File: src/rtl/serial_comparator.sv
// serial_comparator: bit-serial unsigned magnitude comparator.
// Operands are captured in parallel on the edge that accepts start. The scan
// then walks from the MSB toward the LSB, one bit per clock. The eq/lt/gt
// flags change only on the edge that enters DONE, or on reset.
//
// Handshake: start is honoured on a rising edge whenever the FSM is not in
// SCAN (that is, IDLE or DONE). busy is high for every SCAN cycle. done is a
// single-cycle pulse that carries fresh flags. busy and done are never high
// together. A start seen during SCAN is dropped without side effects.
module serial_comparator #(
  parameter int WIDTH      = 8,
  parameter bit EARLY_EXIT = 1'b1
) (
  input  logic             clk,
  input  logic             rst,
  input  logic             start,
  input  logic [WIDTH-1:0] a,
  input  logic [WIDTH-1:0] b,
  output logic             busy,
  output logic             done,
  output logic             eq,
  output logic             lt,
  output logic             gt,
  output logic [1:0]       state_dbg
);

  localparam int IW = (WIDTH > 1) ? $clog2(WIDTH) : 1;

  typedef enum logic [1:0] {
    IDLE    = 2'd0,
    SCAN    = 2'd1,
    DONE_ST = 2'd2
  } state_t;

  state_t           state;
  state_t           state_nxt;
  logic [WIDTH-1:0] a_q;
  logic [WIDTH-1:0] b_q;
  logic [IW-1:0]    idx;
  logic             diff_found;  // a difference has already been seen in this scan
  logic             rel_gt;      // direction of that first difference (1: a > b)

  logic bit_a;
  logic bit_b;
  logic cur_diff;
  logic last_bit;
  logic finish;
  logic accept;
  logic eff_diff;
  logic eff_gt;

  assign bit_a = a_q[idx];
  assign bit_b = b_q[idx];

  // Per-bit relation, scan-termination and acceptance decode.
  always_comb begin
    cur_diff = bit_a ^ bit_b;
    last_bit = (idx == '0);
    finish   = (EARLY_EXIT && cur_diff) || last_bit;
    accept   = start && (state != SCAN);
    // The relation that the flags should report if the scan finishes on this
    // bit. An earlier difference always wins over the current one.
    eff_diff = diff_found | cur_diff;
    eff_gt   = diff_found ? rel_gt : bit_a;
  end

  // State register.
  always_ff @(posedge clk or posedge rst) begin
    if (rst) state <= IDLE;
    else     state <= state_nxt;
  end

  // Next-state logic.
  always_comb begin
    state_nxt = state;
    case (state)
      IDLE:    if (start) state_nxt = SCAN;
      SCAN:    if (finish) state_nxt = DONE_ST;
      DONE_ST: state_nxt = start ? SCAN : IDLE;
      default: state_nxt = IDLE;
    endcase
  end

  // Output decode.
  always_comb begin
    busy      = (state == SCAN);
    done      = (state == DONE_ST);
    state_dbg = state;
  end

  // Operand capture, index walk, latched relation and the result flags.
  always_ff @(posedge clk or posedge rst) begin
    if (rst) begin
      a_q        <= '0;
      b_q        <= '0;
      idx        <= '0;
      diff_found <= 1'b0;
      rel_gt     <= 1'b0;
      eq         <= 1'b0;
      lt         <= 1'b0;
      gt         <= 1'b0;
    end else if (accept) begin
      a_q        <= a;
      b_q        <= b;
      idx        <= IW'(WIDTH - 1);
      diff_found <= 1'b0;
      rel_gt     <= 1'b0;
    end else if (state == SCAN) begin
      if (cur_diff && !diff_found) begin
        diff_found <= 1'b1;
        rel_gt     <= bit_a;
      end
      // The index parks at 0 instead of wrapping.
      if (!last_bit) idx <= idx - 1'b1;
      if (finish) begin
        eq <= ~eff_diff;
        gt <= eff_diff & eff_gt;
        lt <= eff_diff & ~eff_gt;
      end
    end
  end

endmodule

File: config.mk
export PLATFORM = sky130hd
export DESIGN_NAME = serial_comparator
export DESIGN_NICKNAME = d
export VERILOG_FILES = /design/src/rtl/serial_comparator.sv
export SDC_FILE = /design/constraint.sdc
export NUM_CORES = 1
export LEC_CHECK = 0
export CORE_AREA = 2 2 68 70
export CTS_CLUSTER_SIZE = 16
export DETAILED_ROUTE_END_ITERATION = 10
export DIE_AREA = 0 0 70 72
export RECOVER_POWER = 25
export SLEW_MARGIN = 5
export SYNTH_ARGS = -nofsm -noshare
export SYNTH_HDL_FRONTEND = slang
export SYNTH_SLANG_ARGS = --single-unit
export TNS_END_PERCENT = 5
File: constraint.sdc
create_clock -name clk -period 2.1 [get_ports clk]
set_clock_uncertainty 0.1 [all_clocks]
set_input_delay 0.21 -clock clk [delete_from_list [all_inputs] [get_ports clk]]
set_output_delay 0.21 -clock clk [all_outputs]
set_load 0.05 [all_outputs]
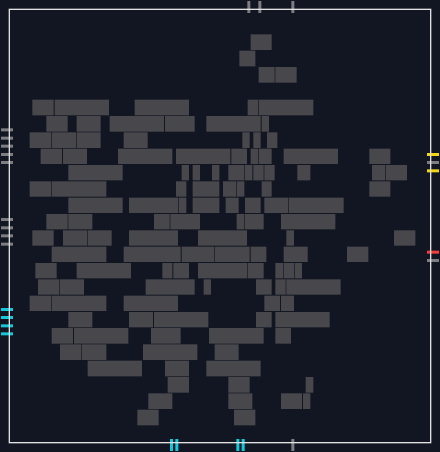
Figure 1: run 1, pin placement.
(6 px per um) Pins as bars across the die edge, other pins in grey.
[b] cyan | pins: 8 | direction: input | edge: 4 bottom, 4 left
[gt] red | pins: 1 | direction: output | edge: right
[state_dbg] yellow | pins: 2 | direction: output | edge: right
all pins by edge: 13 left, 5 bottom, 5 right, 3 top

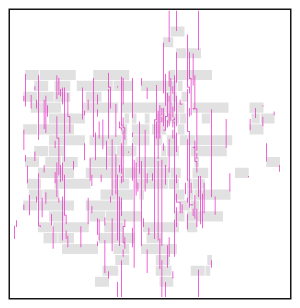
Figure 2: run 1, met2 routing.
(4 px per um)
wire length on this layer: 1,170 um
longest straight run: 29.8 um
nets with wire on the layer: 131
final wirelength: 2280 um
met2 global-route usage: 0.182

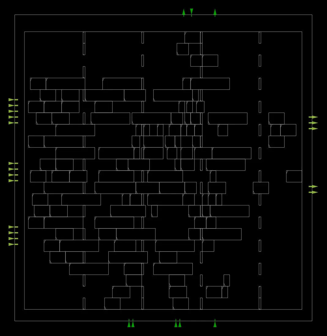
Figure 3: run 1, placement view.
flop count: 26
flop share of the area: 0.402
fill cell count: 423
Non-Filler Instances: 178
Final Core Density: 0.381

==> out/metrics.cfg, run 1 <==
[run_status]
status=completed

[setup_path]
r2r-start=idx[0]$_DFFE_PP0P_
ff2ff_setup_slack_ns=0.006
slowest_stage=mux4_2
cpPeakStageDelay_ns=0.52
path_buffers=1
worstRegToRegCells=6
crit_chain=buf_4, mux4_2, mux2i_4, xnor2_2, o21ai_2, mux2_1
startpoint=idx[0]$_DFFE_PP0P_
rr_endpoint=gt$_DFFE_PP0P_

[final_timing]
worst_slack_ns=0.00551
hold_slack_ns=0.405
hold_violations=0
fin_setup_tns_ns=0

[route]
wl_met1_um=969
wl_met3_um=103
via_per_inst=4.65
wl_met2_um=1170
first_pass_iters=4

[die]
rows=24
fp_util=0.291
taps=52
fp.dieH_um=72
io_pins=26

[layout]
area_growth_pct=30.7
layout_top_cell=dfrtp_1
buf_share=0.183
fin_nets=149
clock_buffers=3
drive_gt1_frac=0.278
n_all_buffers=32
insertedDiodeCount=0

[cts]
ctsResizeCount=1
cts_tree=yes
htree_levels=1
cts_root_buf=clkbuf_8
clk_latency_ns=0.27
max-clock-path-buffers=2
clk_pin_slew_ns=0.08

[yosys]
simple_gate_share=0.0655
synth.area.top_cells=dfrtp_1 52%, mux2_2 15%, mux4_2 7.3%
synth_nets=116
synthDistinctLibCells=25
yosysTopAreaCellShare=0.524
synth-seq-cells=26
synthesis.area_um2=1240
xor_share=0.0131
ys_seq_share=0.524
ys_cells=95
netlist_instances=95

[power]
total_power_mw=2.63
pwr.group.combinational_mw=1.44
leakagePower_nw=0.693
ir_drop_mv=0.516
p_comb_frac=0.549

[place]
dp_hpwl_um=1800
placed_cell_area_um2=1580

[global_route]
grt_pass1_wl_um=3970
grt_pass1_vias=895
grtUsageMet1=0.116
grt_max_degree=27
busiest_layer=met2

[flow_run]
tool_warnings=30

[min_path]
hold_path_class=flop to flop
hold_path_depth=1

==> inputs of run 2 (changes only) <==
Settings changed: CORE_AREA 2 2 68 70 to 2 2 56 58, DIE_AREA 0 0 70 72 to 0 0 58 60, PLACE_DENSITY set to 0.81.
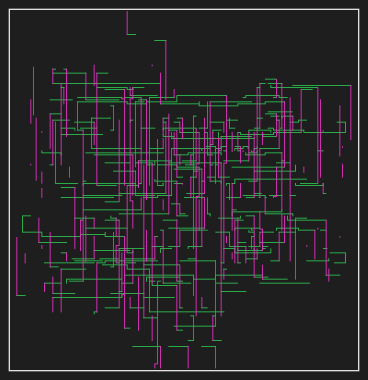
Figure 4: run 2, wiring by layer.
(6 px per um) Two of the layers only.
[metal 1] green | wire length: 952 um
[metal 2] magenta | wire length: 1,170 um

==> out/metrics.cfg, run 2 <==
[route]
wl_met2_um=1170
via_per_inst=5.18
wl_um=2280
first_pass_iters=4
wl_met1_um=951

[final_timing]
hold_violations=0
hold_slack_ns=0.390
worst_slack_ns=0.00303
fin_setup_tns_ns=0

[place]
placed_cell_area_um2=1550
dp_hpwl_um=1750

[layout]
insertedDiodeCount=0
buf_share=0.191
clock_buffers=3
drive_gt1_frac=0.299
area_growth_pct=28.5
flops=26
seq_share=0.409
final_cells=160
post-route-util=0.550
fin_nets=150
n_all_buffers=33

[setup_path]
rr_endpoint=gt$_DFFE_PP0P_
slowest_stage=mux4_2
cp_max_fo=4
path_buffers=0
worstRegToRegCells=5
startpoint=idx[0]$_DFFE_PP0P_
crit_chain=mux4_2, mux2_4, xnor2_2, o21ai_2, mux2_4
r2r-start=idx[0]$_DFFE_PP0P_
cpPeakStageDelay_ns=0.50
ff2ff_setup_slack_ns=0.003

[global_route]
grt_max_degree=27
grt_pass1_wl_um=3970
grtUsageMet1=0.181
grt_pass1_vias=880
grt_use_met2=0.276

[yosys]
synthDistinctLibCells=25
netlist_instances=95
synthesis.area_um2=1240
synth_nets=116
synth-seq-cells=26
ys_seq_share=0.524
simple_gate_share=0.0655
yosysTopAreaCellShare=0.524
synth.area.top_cells=dfrtp_1 52%, mux2_2 15%, mux4_2 7.3%
ys_cells=95

[run_status]
status=completed

[power]
leakagePower_nw=0.697
pwr.group.combinational_mw=1.49
p_comb_frac=0.571

[cts]
max-clock-path-buffers=2
cts_tree=yes
htree_levels=1
ctsResizeCount=3
clk_latency_ns=0.32
cts_root_buf=clkbuf_4

[die]
rows=20
io_pins=26
fp_util=0.428

[flow_run]
tool_warnings=29

[min_path]
hold_path_class=input port to flop

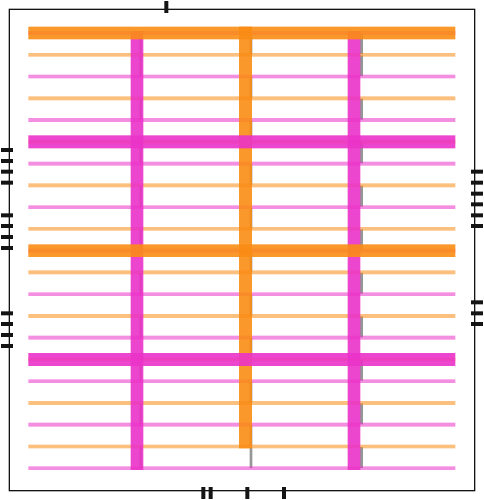
Figure 5: run 2, PDN straps and rails.
(8 px per um) Pins as bars on the die edge. Tap cells in grey.
[VSS] magenta
[VDD] orange
met5 straps: 4
tap cells: 33
met1 rails: 21
Die Ht: 60 um
Max VDD drop: 1.12 mV
Die W: 58 um
core box area: 2900 um2

==> inputs of run 3 (changes only) <==
Settings changed: CORE_AREA 2 2 56 58 to 2 2 55 57, CTS_BUF_LIST set to sky130_fd_sc_hd__clkbuf_2, DIE_AREA 0 0 58 60 to 0 0 57 59, PLACE_DENSITY 0.81 to 0.84.
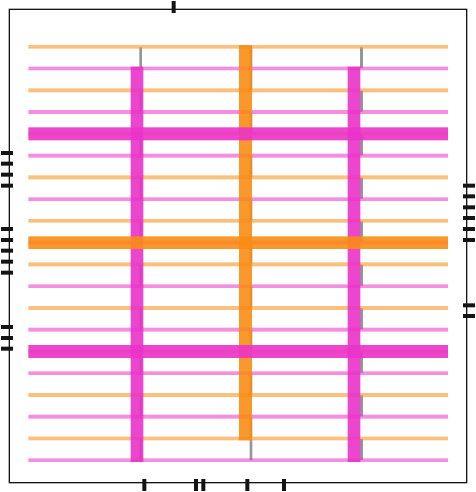
Figure 6: run 3, PDN straps and rails.
(8 px per um) Pins as bars on the die edge. Tap cells in grey.
[VSS] magenta
[VDD] orange
met5 straps: 3
signal pins: 26
met4 straps: 3
rows: 19
tap cells: 31
Die Ht: 59 um
core box area: 2710 um2

==> out/metrics.cfg, run 3 <==
[run_status]
status=finished with violations
violations=negative setup slack

[global_route]
busiest_layer=met2
grt_pass1_wl_um=3880
grt_pass1_vias=847
grt_max_degree=27
grt_use_met2=0.281
grtUsageMet1=0.165

[power]
clk-power_uw=310
leakagePower_nw=0.731
power_switching_share=0.378
internal_power_mw=1.77
p_comb_frac=0.572
total_power_mw=2.85
ir_drop_mv=1.32
pwr.group.combinational_mw=1.63
sequentialPower_uw=908

[final_timing]
worst_pin_slew_ns=1.32
fin_crit_sh=1.01
worst_slack_ns=-0.0164
hold_slack_ns=0.347
fin_setup_tns_ns=-0.0297
rsz0062_at_grt=yes
slew_viol_final=0
min_period_ns=2.12
hold_violations=0
finalSetupViolations=2

[cts]
clk_pin_slew_ns=0.23
max-clock-path-buffers=2
htree_levels=1
cts_buffers=3
cts_root_buf=clkbuf_2
cts_tree=yes
ctsResizeCount=6
clk_latency_ns=0.35

[yosys]
ys_sh_mux=0.266
synthDistinctLibCells=25
yosysTopAreaCellShare=0.524
simple_gate_share=0.0655
top_logic_kind=multiplexers
yosys-stat-area_um2=1240
avgSynthCellArea_um2=13.1
synth_nets=116
xor_share=0.0131
ys_seq_share=0.524
top_cells_by_count=26 x dfrtp_1, 16 x mux2_2, 7 x nand2_1
ys_cells=95
synthesis.area_um2=1240
synth-seq-cells=26
enable_flop_cells=0
top_area_cell=dfrtp_1
synth.area.top_cells=dfrtp_1 52%, mux2_2 15%, mux4_2 7.3%
netlist_instances=95

[layout]
insertedDiodeCount=0
final_cells=159
drive_gt1_frac=0.305
fin_nets=150
clock_buffers=3
post-route-util=0.605
sh_comb_area=0.349
buf_share=0.189
n_all_buffers=33
layout_top_cell=dfrtp_1
flops=26
seq_share=0.397
seq_area_um2=652
area_growth_pct=32.2
fillers=235
most-common-layout-cells=25 x dfrtp_1, 22 x clkdlybuf4s50_1, 16 x mux2_2, 7 x nand2_1, 7 x buf_4

[die]
chip_area_um2=3360
fp_util=0.458
io_pins=26
rows=19
chipWidth_um=57
taps=31

[setup_path]
r2r-start=idx[0]$_DFFE_PP0P_
start_kind=flop
crit_type=flop to flop
cp_max_fo=4
crit_top_cell=mux2_4
crit_family=multiplexers
ff2ff_setup_slack_ns=-0.02
rr_endpoint=gt$_DFFE_PP0P_
slowest_stage=mux4_2
path_buffers=0
crit_end=gt$_DFFE_PP0P_
cpPeakStageDelay_ns=0.51
worstRegToRegCells=5
crit_chain=mux4_2, mux2_4, xnor2_4, o21ai_4, mux2_4
end_kind=flop
startpoint=idx[0]$_DFFE_PP0P_

[route]
wl_met2_um=1240
via_per_inst=5.33
wl_met3_um=126
wl_um=2240
wl_met1_um=859
first_pass_iters=4

[place]
dp_slack_ns=-0.100
dp_cells=154
dp_hpwl_um=1740
placed_cell_area_um2=1560

[min_path]
hold_path_depth=2
hold_path_class=input port to flop
whs_endpoint=b_q[1]$_DFFE_PP0P_

[flow_run]
tool_warnings=30

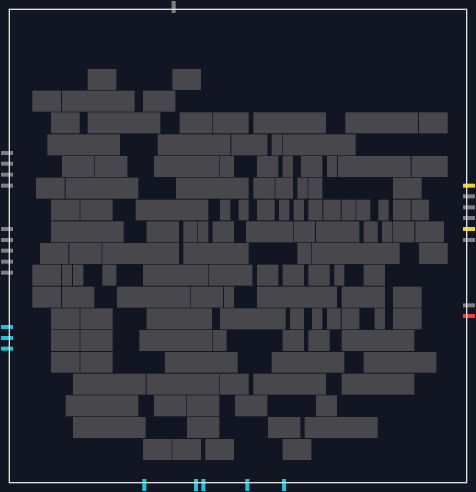
Figure 7: run 3, pin placement.
(8 px per um) Pins as bars across the die edge, other pins in grey.
[gt] red | pins: 1 | direction: output | edge: right
[state_dbg] yellow | pins: 2 | direction: output | edge: right
[b] cyan | pins: 8 | direction: input | edge: 5 bottom, 3 left
all pins by edge: 12 left, 8 right, 5 bottom, 1 top

